Run 1, placement by cell class:
Scale: 4 px per um.
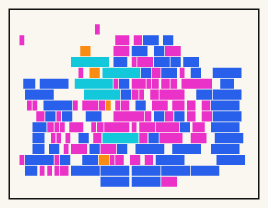
Run 1, wiring by layer:
Scale: 4 px per um.
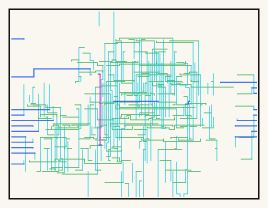
Run 1, clock routing:
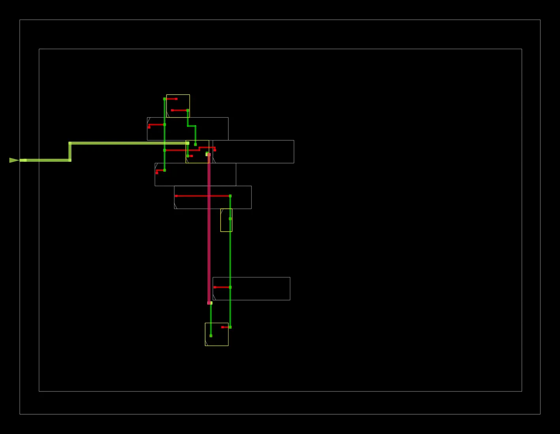
**src/rtl/control_unit.sv**
```systemverilog
`timescale 1ns/1ps
`default_nettype none
// ============================================================================
//  Module      : control_unit
//  Description : Hardwired fetch/decode/execute sequencer for the single-bus
//                CPU datapath. Stretches the fetch read with mem_ready and
//                halts on the halt opcode or on any illegal opcode.
//                Optional feature macro: CU_MULDIV_EN (mul/div with T6).
//  Revision    : 1.0 - initial release
// ============================================================================
module control_unit #(
    parameter int OPW = 5
) (
    input  logic           clock,
    input  logic           clear,
    input  logic [31:0]    ir,
    input  logic           mem_ready,
    output logic           PCout,
    output logic           IncPC,
    output logic           Zin,
    output logic           MARin,
    output logic           PCin,
    output logic           Zlowout,
    output logic           Zhighout,
    output logic           Read,
    output logic           MDRin,
    output logic           MDRout,
    output logic           IRin,
    output logic           Yin,
    output logic           LOin,
    output logic           HIin,
    output logic           Gra,
    output logic           Grb,
    output logic           Grc,
    output logic           Rin,
    output logic           Rout,
    output logic [OPW-1:0] alu_op,
    output logic           run
);

    localparam logic [OPW-1:0] OP_ADD = OPW'(5'b00011);
    localparam logic [OPW-1:0] OP_ROL = OPW'(5'b01010);
    localparam logic [OPW-1:0] OP_NEG = OPW'(5'b10000);
    localparam logic [OPW-1:0] OP_NOT = OPW'(5'b10001);
    localparam logic [OPW-1:0] OP_MUL = OPW'(5'b01110);
    localparam logic [OPW-1:0] OP_DIV = OPW'(5'b01111);
    localparam logic [OPW-1:0] OP_NOP = OPW'(5'b11010);

    typedef enum logic [3:0] {
        S_RST  = 4'd0,
        S_T0   = 4'd1,
        S_T1   = 4'd2,
        S_T1W  = 4'd3,
        S_T2   = 4'd4,
        S_T3   = 4'd5,
        S_T4   = 4'd6,
        S_T5   = 4'd7,
        S_T6   = 4'd8,
        S_HALT = 4'd9
    } state_t;

    state_t         state_q, state_d;
    // Low while clear is held and for no cycle afterwards: keeps every output
    // (including run) at 0 during reset, while RST itself shows run=1.
    logic           live_q;
    logic [OPW-1:0] op;
    logic           is_bin, is_un, is_md, is_nop;
    logic           unused_ir;

    assign op        = ir[31 -: OPW];
    assign unused_ir = ^ir[31-OPW:0];

    // Opcode classification; only meaningful from T3 onward.
    always_comb begin
        is_bin = (op >= OP_ADD) && (op <= OP_ROL);
        is_un  = (op == OP_NEG) || (op == OP_NOT);
        is_nop = (op == OP_NOP);
`ifdef CU_MULDIV_EN
        is_md  = (op == OP_MUL) || (op == OP_DIV);
`else
        is_md  = 1'b0;
`endif
    end

    // Next-state selection.
    always_comb begin
        state_d = state_q;
        case (state_q)
            S_RST:   state_d = live_q ? S_T0 : S_RST;
            S_T0:    state_d = S_T1;
            S_T1:    state_d = mem_ready ? S_T2 : S_T1W;
            S_T1W:   state_d = mem_ready ? S_T2 : S_T1W;
            S_T2:    state_d = S_T3;
            S_T3: begin
                if (is_bin || is_un || is_md) state_d = S_T4;
                else if (is_nop)              state_d = S_T0;
                else                          state_d = S_HALT;
            end
            S_T4:    state_d = S_T5;
            S_T5:    state_d = is_md ? S_T6 : S_T0;
            S_T6:    state_d = S_T0;
            S_HALT:  state_d = S_HALT;
            default: state_d = S_RST;
        endcase
    end

    // State register with asynchronous active-low clear.
    always_ff @(posedge clock or negedge clear) begin
        if (!clear) begin
            state_q <= S_RST;
            live_q  <= 1'b0;
        end else begin
            state_q <= state_d;
            live_q  <= 1'b1;
        end
    end

    // Moore strobe decode from the state register and the opcode field.
    always_comb begin
        PCout = 1'b0; IncPC = 1'b0; Zin = 1'b0; MARin = 1'b0; PCin = 1'b0;
        Zlowout = 1'b0; Zhighout = 1'b0; Read = 1'b0; MDRin = 1'b0;
        MDRout = 1'b0; IRin = 1'b0; Yin = 1'b0; LOin = 1'b0; HIin = 1'b0;
        Gra = 1'b0; Grb = 1'b0; Grc = 1'b0; Rin = 1'b0; Rout = 1'b0;
        alu_op = '0;
        run = 1'b0;
        if (live_q) begin
            run = (state_q != S_HALT);
            case (state_q)
                S_T0: begin
                    PCout = 1'b1; MARin = 1'b1; IncPC = 1'b1; Zin = 1'b1;
                end
                S_T1: begin
                    Zlowout = 1'b1; PCin = 1'b1; Read = 1'b1; MDRin = 1'b1;
                end
                S_T1W: begin
                    Read = 1'b1; MDRin = 1'b1;
                end
                S_T2: begin
                    MDRout = 1'b1; IRin = 1'b1;
                end
                S_T3: begin
                    if (is_bin || is_un) begin
                        Grb = 1'b1; Rout = 1'b1; Yin = 1'b1;
                    end else if (is_md) begin
                        Gra = 1'b1; Rout = 1'b1; Yin = 1'b1;
                    end
                end
                S_T4: begin
                    alu_op = op;
                    Zin    = 1'b1;
                    if (is_bin) begin
                        Grc = 1'b1; Rout = 1'b1;
                    end else if (is_md) begin
                        Grb = 1'b1; Rout = 1'b1;
                    end
                end
                S_T5: begin
                    if (is_bin || is_un) begin
                        Zlowout = 1'b1; Gra = 1'b1; Rin = 1'b1;
                    end
`ifdef CU_MULDIV_EN
                    else if (is_md) begin
                        Zlowout = 1'b1; LOin = 1'b1;
                    end
`endif
                end
                S_T6: begin
`ifdef CU_MULDIV_EN
                    Zhighout = 1'b1; HIin = 1'b1;
`endif
                end
                default: ;
            endcase
        end
    end

endmodule
`default_nettype wire

```
**config.mk**
```make
export PLATFORM = sky130hd
export DESIGN_NAME = control_unit
export DESIGN_NICKNAME = d
export VERILOG_FILES = /design/src/rtl/control_unit.sv
export SDC_FILE = /design/constraint.sdc
export NUM_CORES = 1
export LEC_CHECK = 0
export ABC_AREA = 1
export CAP_MARGIN = 10
export CORE_AREA = 2 2 60 45
export CTS_CLUSTER_SIZE = 28
export DETAILED_ROUTE_END_ITERATION = 8
export DIE_AREA = 0 0 62 47
export GPL_ROUTABILITY_DRIVEN = 0
export GPL_TIMING_DRIVEN = 1
export PLACE_DENSITY = 0.83
export SLEW_MARGIN = 30
export SYNTH_ARGS = -nofsm -noshare
export SYNTH_HDL_FRONTEND = slang
export SYNTH_SLANG_ARGS = --single-unit
```
**constraint.sdc**
```tcl
create_clock -name clock -period 1.35 [get_ports clock]
set_input_delay 0.2025 -clock clock [delete_from_list [all_inputs] [get_ports clock]]
set_output_delay 0.2025 -clock clock [all_outputs]
set_load 0.05 [all_outputs]
```
==> GITHUB_STEP_SUMMARY, run 1 <==
## PnR job results

| Metric | Value |
|---|---|
| CTS tree | `yes` |
| Largest net degree at the start of global routing | `8` |
| Status | `complete, but fails checks` |
| Post-synth seq share | `23.5%` |
| Post-synth EDFFs | `0` |
| Xor/xnor share | `0%` |
| Reg2Reg Depth | `7` |
| CTS Hold Bufs | `0` |
| Sequential fraction of design power | `11.9%` |
| Yosys warning count | `0` |
| Pre-antenna DRT Iters | `4` |
| Met2 usage | `29.2%` |
| Flops after synth | `5` |
| DRC errors left | `0` |
| Hpwl dp | `1450 um` |
| Uppermost layer routed | `met4` |
| Max stage delay on crit path | `0.45 ns` |
| Clock-pin slew on the worst setup and hold paths | `0.05 ns` |
| Comb power | `1.90 mW` |
| CP Capture Point | `alu_op[0]` |
| Top-area cell type share of the netlist area | `23.5%` |
| Met3 GRT Util | `3.31%` |
| Yosys cell count | `85` |
| Area after DPL | `0.00125 mm2` |
| Comb gate area | `450 um2` |
| Crit path time final | `1.66 ns` |
| Setup_tns | `-6.03 ns` |
| MI comb cells | `58` |
| Post-DRT Antenna Nets | `0` |
| Invs w/o clock | `14` |
| Vias in the first global route | `745` |
| H-tree Lvls | `1` |
| Dpl ws | `-0.427 ns` |
| CP Launch Type | `flop` |
| Pwr dens | `1630 mW/mm2` |
| Largest regs | `state_q: 4 flops, live_q: 1 flops` |
| Chip Area, Yosys | `533 um2` |
| Switching power | `1.16 mW` |
| Most common cell type on the critical path | `nor2_4` |
| Final Net Count | `173` |
| Port buffer count | `29` |
| Register area | `129 um2` |
| Die span in y | `47 um` |
| Critical Path Fanout Max | `7` |
| Commonest cells post-synth | `nand2_1, nor2_1, nand3_1` |
| Clock buf/inv share | `1.81%` |
| OpenROAD warning count | `56` |
| Die Width | `62 um` |
| Top pwr grp | `combinational cells` |
| Simple share | `48.8%` |
| Met1 GRT Util | `17.3%` |
| WL met3 | `123 um` |
| Cell count after synthesis | `85` |
| R2R Setup Slk | `-0.02 ns` |
| Cell area after layout | `0.00145 mm2` |
| Asr flop ratio synth | `100%` |
| Finish-stage setup viols | `23` |
| Initial core utilization | `22.7%` |
| Adder share | `0%` |
| Worst Setup SP | `state_q[3]$_DFF_PN0_` |
| CP endpoint kind | `output pin` |
| Placed cells | `160` |
| Distinct lib cells used | `20` |
| Crit Path Category | `reg -> out` |
| Chip footprint | `0.00291 mm2` |
| Initial antenna violation count | `0` |
| Pins Over Slew Limit | `0` |
| Most flops, register | `state_q` |
| Max VDD drop | `0.000516 V` |
| Max Clk Rate | `604 MHz` |
| Overall power | `2.36 mW` |
| CP Cell Sequence | `nor2_4, nand4_4, buf_6, nor2_4, buf_12` |
| Cell with the most instances after synthesis | `nand2_1` |
| Top cell excl fill/tap | `buf_12` |
| Flip-flops | `5` |
| Worst flop-to-flop path startpoint | `state_q[3]$_DFF_PN0_` |
| Post-Layout Cell Count | `171` |
| Worst-Skew Late Latency | `0.25 ns` |
| Remaining global-route overflow | `0` |
| Largest cells by area | `dfrtp_1, buf_4, nand2_1` |
| Clock share of power | `7.5%` |
| Fillcell total | `195` |
| Finished Core Util | `61.9%` |
| Max-area cell class | `non-clock buffers` |
| Dominant logic cell types in the final layout | `buf_12, buf_4, buf_6, nand2_1, nand3_1` |
| Seq group | `282 uW` |
| Signal buffers | `56` |
| CP bufs+invs | `2` |
| Main logic family | `simple AND/OR/NAND/NOR gates` |
| Net Sw Frac | `49.3%` |
| Multi-input gate share of total cell area | `31.0%` |
| Syn Area/Cell | `6.27 um2` |
| Setup ws final | `-0.306 ns` |
| Yosys top cell by area | `dfrtp_1` |
| Root Driver | `clkbuf_4` |
| Worst r2r dst | `state_q[1]$_DFF_PN0_` |
| Worst Hold Class | `in -> async` |
| Static leakage | `0.663 nW` |
| WL met1 | `717 um` |
| Yosys aoi share | `2.82%` |
| I/O pin cnt | `60` |
| Req. time, crit path | `1.15 ns` |
| Clock tree buffer depth | `2` |
| Busiest layer in global routing | `met2` |
| First-pass GRT wire length | `3270 um` |
| Data buffer area share | `50.9%` |
| Violated checks | `setup timing` |
| Sink Count | `5` |
| Crit path depth | `5` |
| Post_cts resized | `26` |
| # rows | `15` |
| Cell Int Power | `1.20 mW` |
| Diodes inserted | `0` |
| Metal2 WL | `1100 um` |
| Period utilisation layout | `123%` |
| Hold Vio Cnt, Final | `0` |
| Most used DFF post-synth | `dfrtp_1` |
| # Taps | `34` |
Notes on 'placement by cell class' above:
Key: flip-flops = cyan [cells 5]; clock drivers and dummy loads = orange [cells 4]; other buffers and delay cells = blue [cells 56]; all other logic = magenta [cells 72]

Notes on 'wiring by layer' above:
Key: met1 = green [wire length 717 um]; met3 = blue [wire length 124 um]; met2 = cyan [wire length 1100 um]; met4 = magenta [wire length 17.7 um]
GRT Total Usage: 15.6%
drt wl/cell: 11.5 um
final WL: 1960 um
Vias: 698

Notes on 'clock routing' above:
Setup Skew: 0.00434 ns
clock buf count: 4
Clk power: 178 uW

==> run 2, diff against run 1 <==
==> constraint.sdc (replaced) <==
create_clock -name clock -period 1.51 [get_ports clock]
set_input_delay 0.2265 -clock clock [delete_from_list [all_inputs] [get_ports clock]]
set_output_delay 0.2265 -clock clock [all_outputs]
set_load 0.005 [all_outputs]
Run 2, local utilization:
Scale: 6 px per um. The die is cut into 6 by 5 equal tiles; black is low, pale yellow is high, 0 to 100% covered.
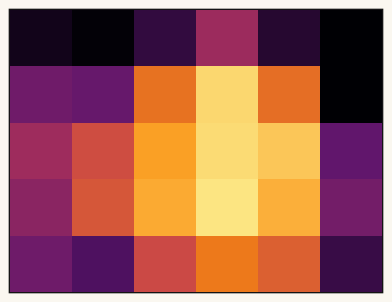
The emptiest ninth of the die: upper left. 10% of the tiles are nearly empty. The densest ninth of the die: centre. The mean over all tiles is 46%.

==> run 2 against run 1 <==
Against the previous run:
- the run still ends with setup timing left
- global-route usage rose by 0.48 points
- cell area shrank 4.7%
- hold slack better by 0.035 ns
- total power is 16% lower
- sequential power down 9.9%
- first-iteration DRC count rose by 110%
- via count grew 19%
- combinational power is 17% lower
- highest routed layer unchanged
==> GITHUB_STEP_SUMMARY, run 2 <==
## PnR job results

| Metric | Value |
|---|---|
| Status | `complete, but fails checks` |
| Violated checks | `setup timing` |
| Post-Layout Cell Count | `193 (+13%)` |
| Flops after synth | `5 (unchanged)` |
| Top-area cell type share of the netlist area | `23.5% (unchanged)` |
| Clock buf count | `4 (unchanged)` |
| Top cell excl fill/tap | `buf_4` |
| Setup ws final | `-0.168 ns (+0.138 ns)` |
| Worst-Skew Late Latency | `0.23 ns (-0.02 ns)` |
| Clock share of power | `7.6% (about the same)` |
| CP Cell Sequence | `inv_4, nand2_4, nor3_4, nand3_2, buf_6, nand2_1, buf_2` |
| Net Sw Frac | `42.7% (-6.6 points)` |
| Adder share | `0% (unchanged)` |
| Final WL | `2450 um (+25%)` |
| Top pwr grp | `combinational cells` |
| Worst r2r dst | `state_q[1]$_DFF_PN0_` |
| Drt wl/cell | `12.7 um (+11%)` |
| Die Width | `62 um (unchanged)` |
| Pins Over Slew Limit | `0 (unchanged)` |
| Yosys cell count | `85 (unchanged)` |
| Cell Int Power | `1.14 mW (-5.1%)` |
| # rows | `15 (unchanged)` |
| Data buffer area share | `47.7% (-3.2 points)` |
| Placed cells | `157 (-1.9%)` |
| Metal2 WL | `1420 um (+29%)` |
| Max VDD drop | `0.000415 V (-19%)` |
| GRT Total Usage | `16.1% (+0.48 points)` |
| Req. time, crit path | `1.28 ns (+0.13 ns)` |
| Vias in the first global route | `778 (+4.4%)` |
| Largest cells by area | `dfrtp_1, buf_4, nand2_1` |
| Cell count after synthesis | `85 (unchanged)` |
| Post_cts resized | `131 (+400%)` |
| Setup_tns | `-1.80 ns (+4.23 ns)` |
| Overall power | `1.98 mW (-16%)` |
| Remaining global-route overflow | `0 (unchanged)` |
| Pre-antenna DRT Iters | `5 (+1)` |
| Met1 GRT Util | `16.2% (-1.1 points)` |
| Final Net Count | `195 (+13%)` |
| Most used DFF post-synth | `dfrtp_1` |
| Cell area after layout | `0.00138 mm2 (-4.7%)` |
| Max-area cell class | `non-clock buffers` |
| Simple share | `48.8% (unchanged)` |
| Max Clk Rate | `596 MHz` |
| Max stage delay on crit path | `0.44 ns (about the same)` |
| Fillcell total | `224 (+15%)` |
| Largest regs | `state_q: 4 flops, live_q: 1 flops` |
| Flip-flops | `5 (unchanged)` |
| Finish-stage setup viols | `21 (-8.7%)` |
| Clock-pin slew on the worst setup and hold paths | `0.04 ns (about the same)` |
| Crit path depth | `7 (+2)` |
| Yosys warning count | `0 (unchanged)` |
| Initial core utilization | `22.7% (unchanged)` |
| R2R Setup Slk | `0.01 ns (+0.03 ns)` |
| Hold Vio Cnt, Final | `0 (unchanged)` |
| Multi-input gate share of total cell area | `34.0% (+3.0 points)` |
| CP Capture Point | `Rout` |
| CTS Hold Bufs | `0 (unchanged)` |
| Main logic family | `simple AND/OR/NAND/NOR gates` |
| Xor/xnor share | `0% (unchanged)` |
| Seq group | `254 uW (-9.9%)` |
Run 2, placement by cell class:
Scale: 4 px per um.
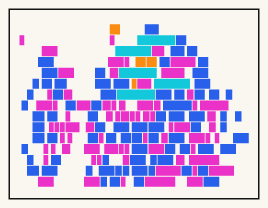
Key: clock drivers and dummy loads = orange [cells 4]; other buffers and delay cells = blue [cells 78]; all other logic = magenta [cells 72]; flip-flops = cyan [cells 5]
Finished Core Util: 58.9%
core area: 0.00235 mm2
Seq/total area: 9.32%

==> run 3, diff against run 2 <==
--- a/config.mk
+++ b/config.mk
@@ -8,6 +8,7 @@
 export ABC_AREA = 1
 export CAP_MARGIN = 10
 export CORE_AREA = 2 2 60 45
+export CTS_CLUSTER_DIAMETER = 50
 export CTS_CLUSTER_SIZE = 28
 export DETAILED_ROUTE_END_ITERATION = 8
 export DIE_AREA = 0 0 62 47
Run 3, local utilization:
Scale: 6 px per um. The die is cut into 6 by 5 equal tiles; black is low, pale yellow is high, 0 to 100% covered.
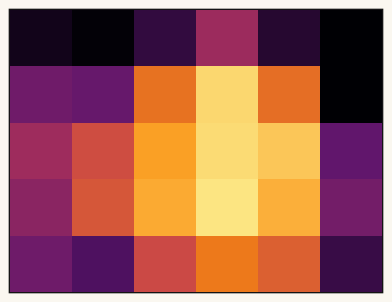
The emptiest ninth of the die: upper left. 23% of the tiles are over 75% full. The densest ninth of the die: centre. The mean over all tiles is 46%. 10% of the tiles are nearly empty. The fullest tile reaches 94%.

==> run 3 against run 2 <==
Against the previous run:
- the run still ends with setup timing left
- non-clock buffer count is the same
- total power is the same
- area after synthesis is the same
- sequential share of layout area is the same
- clock power is essentially flat
- final cell count is the same
- fmax is the same
- first-iteration DRC count is the same
- worst setup slack is the same
- die size is the same
- clock skew is the same
- critical path type unchanged
- critical endpoint unchanged
- highest routed layer unchanged
==> GITHUB_STEP_SUMMARY, run 3 <==
## PnR job results

| Metric | Value |
|---|---|
| Max-area cell class | `non-clock buffers` |
| Cell count after synthesis | `85 (unchanged)` |
| Max stage delay on crit path | `0.44 ns (about the same)` |
| Post-Layout Cell Count | `193 (unchanged)` |
| Post-DRT Antenna Nets | `0` |
| Clock-pin slew on the worst setup and hold paths | `0.04 ns (about the same)` |
| Reg2Reg Depth | `9` |
| Clock buf count | `4 (unchanged)` |
| Seq/total area | `9.32% (unchanged)` |
| Uppermost layer routed | `met4` |
| Worst Hold Class | `in -> async` |
| Worst r2r dst | `state_q[1]$_DFF_PN0_` |
| Met3 GRT Util | `2.75%` |
| CP Capture Point | `Rout` |
| Share of cells above drive strength 1 | `71.1%` |
| Flip-flops | `5 (unchanged)` |
| Finish-stage setup viols | `21 (unchanged)` |
| Remaining global-route overflow | `0 (unchanged)` |
| Worst Setup SP | `state_q[1]$_DFF_PN0_` |
| CTS Hold Bufs | `0 (unchanged)` |
| Yosys aoi share | `2.82%` |
| Initial antenna violation count | `0` |
| Post-synth EDFFs | `0` |
| Simple share | `48.8% (unchanged)` |
| CP Cell Sequence | `inv_4, nand2_4, nor3_4, nand3_2, buf_6, nand2_1, buf_2` |
| Crit path depth | `7 (unchanged)` |
| Top-area cell type share of the netlist area | `23.5% (unchanged)` |
| Chip footprint | `0.00291 mm2` |
| Static leakage | `0.713 nW` |
| Worst flop-to-flop path startpoint | `state_q[3]$_DFF_PN0_` |
| Max Clk Rate | `596 MHz (unchanged)` |
| Main logic family | `simple AND/OR/NAND/NOR gates` |
| Yosys top cell by area | `dfrtp_1` |
| Final WL | `2450 um (unchanged)` |
| Clock share of power | `7.6% (about the same)` |
| Xor/xnor share | `0% (unchanged)` |
| Data buffer area share | `47.7% (unchanged)` |
| Vias in the first global route | `778 (unchanged)` |
| Sink Count | `5` |
| Yosys warning count | `0 (unchanged)` |
| Chip Area, Yosys | `533 um2` |
| Largest regs | `state_q: 4 flops, live_q: 1 flops` |
| Violated checks | `setup timing` |
| Fillcell total | `224 (unchanged)` |
| Max VDD drop | `0.000415 V (unchanged)` |
| Multi-input gate share of total cell area | `34.0% (unchanged)` |
| Setup ws final | `-0.168 ns (unchanged)` |
| Adder share | `0% (unchanged)` |
| Pre-antenna DRT Iters | `5 (unchanged)` |
| WL met1 | `826 um` |
| Worst-Skew Late Latency | `0.23 ns (about the same)` |
| First-pass GRT wire length | `3380 um` |
| Core area | `0.00235 mm2 (unchanged)` |
| GRT Total Usage | `16.1% (unchanged)` |
| Top cell excl fill/tap | `buf_4` |
| Mux share | `0%` |
| Dpl ws | `-0.555 ns` |
| WL met3 | `124 um` |
| Placed cells | `157 (unchanged)` |
| Most flops, register | `state_q` |
| Asr flop ratio synth | `100%` |
| Top pwr grp | `combinational cells` |
| Metal2 WL | `1420 um (unchanged)` |
| Cell Int Power | `1.14 mW (unchanged)` |
| R2R Setup Slk | `0.01 ns (about the same)` |
| Vias | `832` |
| Status | `complete, but fails checks` |
| Largest cells by area | `dfrtp_1, buf_4, nand2_1` |
| Pins Over Slew Limit | `0 (unchanged)` |
| Critical Path AT | `1.45 ns` |
| Comb power | `1.58 mW` |
| Overall power | `1.98 mW (unchanged)` |
| Post_cts resized | `131 (unchanged)` |
| CP endpoint kind | `output pin` |
| Invs w/o clock | `14` |
| Net Sw Frac | `42.7% (unchanged)` |
| Yosys cell count | `85 (unchanged)` |
| # Taps | `34` |
| Most used DFF post-synth | `dfrtp_1` |
| Seq group | `254 uW (about the same)` |
| Pwr dens | `1430 mW/mm2` |
| Flops after synth | `5 (unchanged)` |
| # rows | `15 (unchanged)` |
| Setup_tns | `-1.80 ns (unchanged)` |
| DR iter-0 viols | `15` |
| Final Net Count | `195 (unchanged)` |
| Hold Vio Cnt, Final | `0 (unchanged)` |
| Initial core utilization | `22.7% (unchanged)` |
| CP bufs+invs | `3` |
| Syn Area/Cell | `6.27 um2` |
| Critical Path Fanout Max | `4` |
| OpenROAD warning count | `55` |
| Finished Core Util | `58.9% (unchanged)` |
| Setup Skew | `0.000114 ns` |
| Req. time, crit path | `1.28 ns (about the same)` |
| Drt wl/cell | `12.7 um (unchanged)` |
| Met1 GRT Util | `16.2% (unchanged)` |
| Cell area after layout | `0.00138 mm2 (unchanged)` |
Run 3, pin placement:
Scale: 6 px per um. Pins as bars across the die edge, other pins in grey.
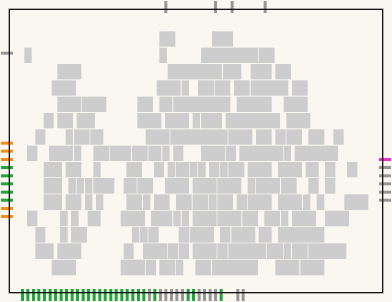
Key: `MDRout` = magenta [pins 1, direction output, edge right]; `alu_op` = orange [pins 5, direction output, edge left]; `ir` = green [pins 32, direction input, edge 27 bottom, 5 left]
All pins by edge: 39 bottom, 11 left, 6 right, 4 top.
port buffer count: 29
Die Width: 62 um
die span in y: 47 um

Power figures rest on the tool's default switching activity, not on a simulated workload.
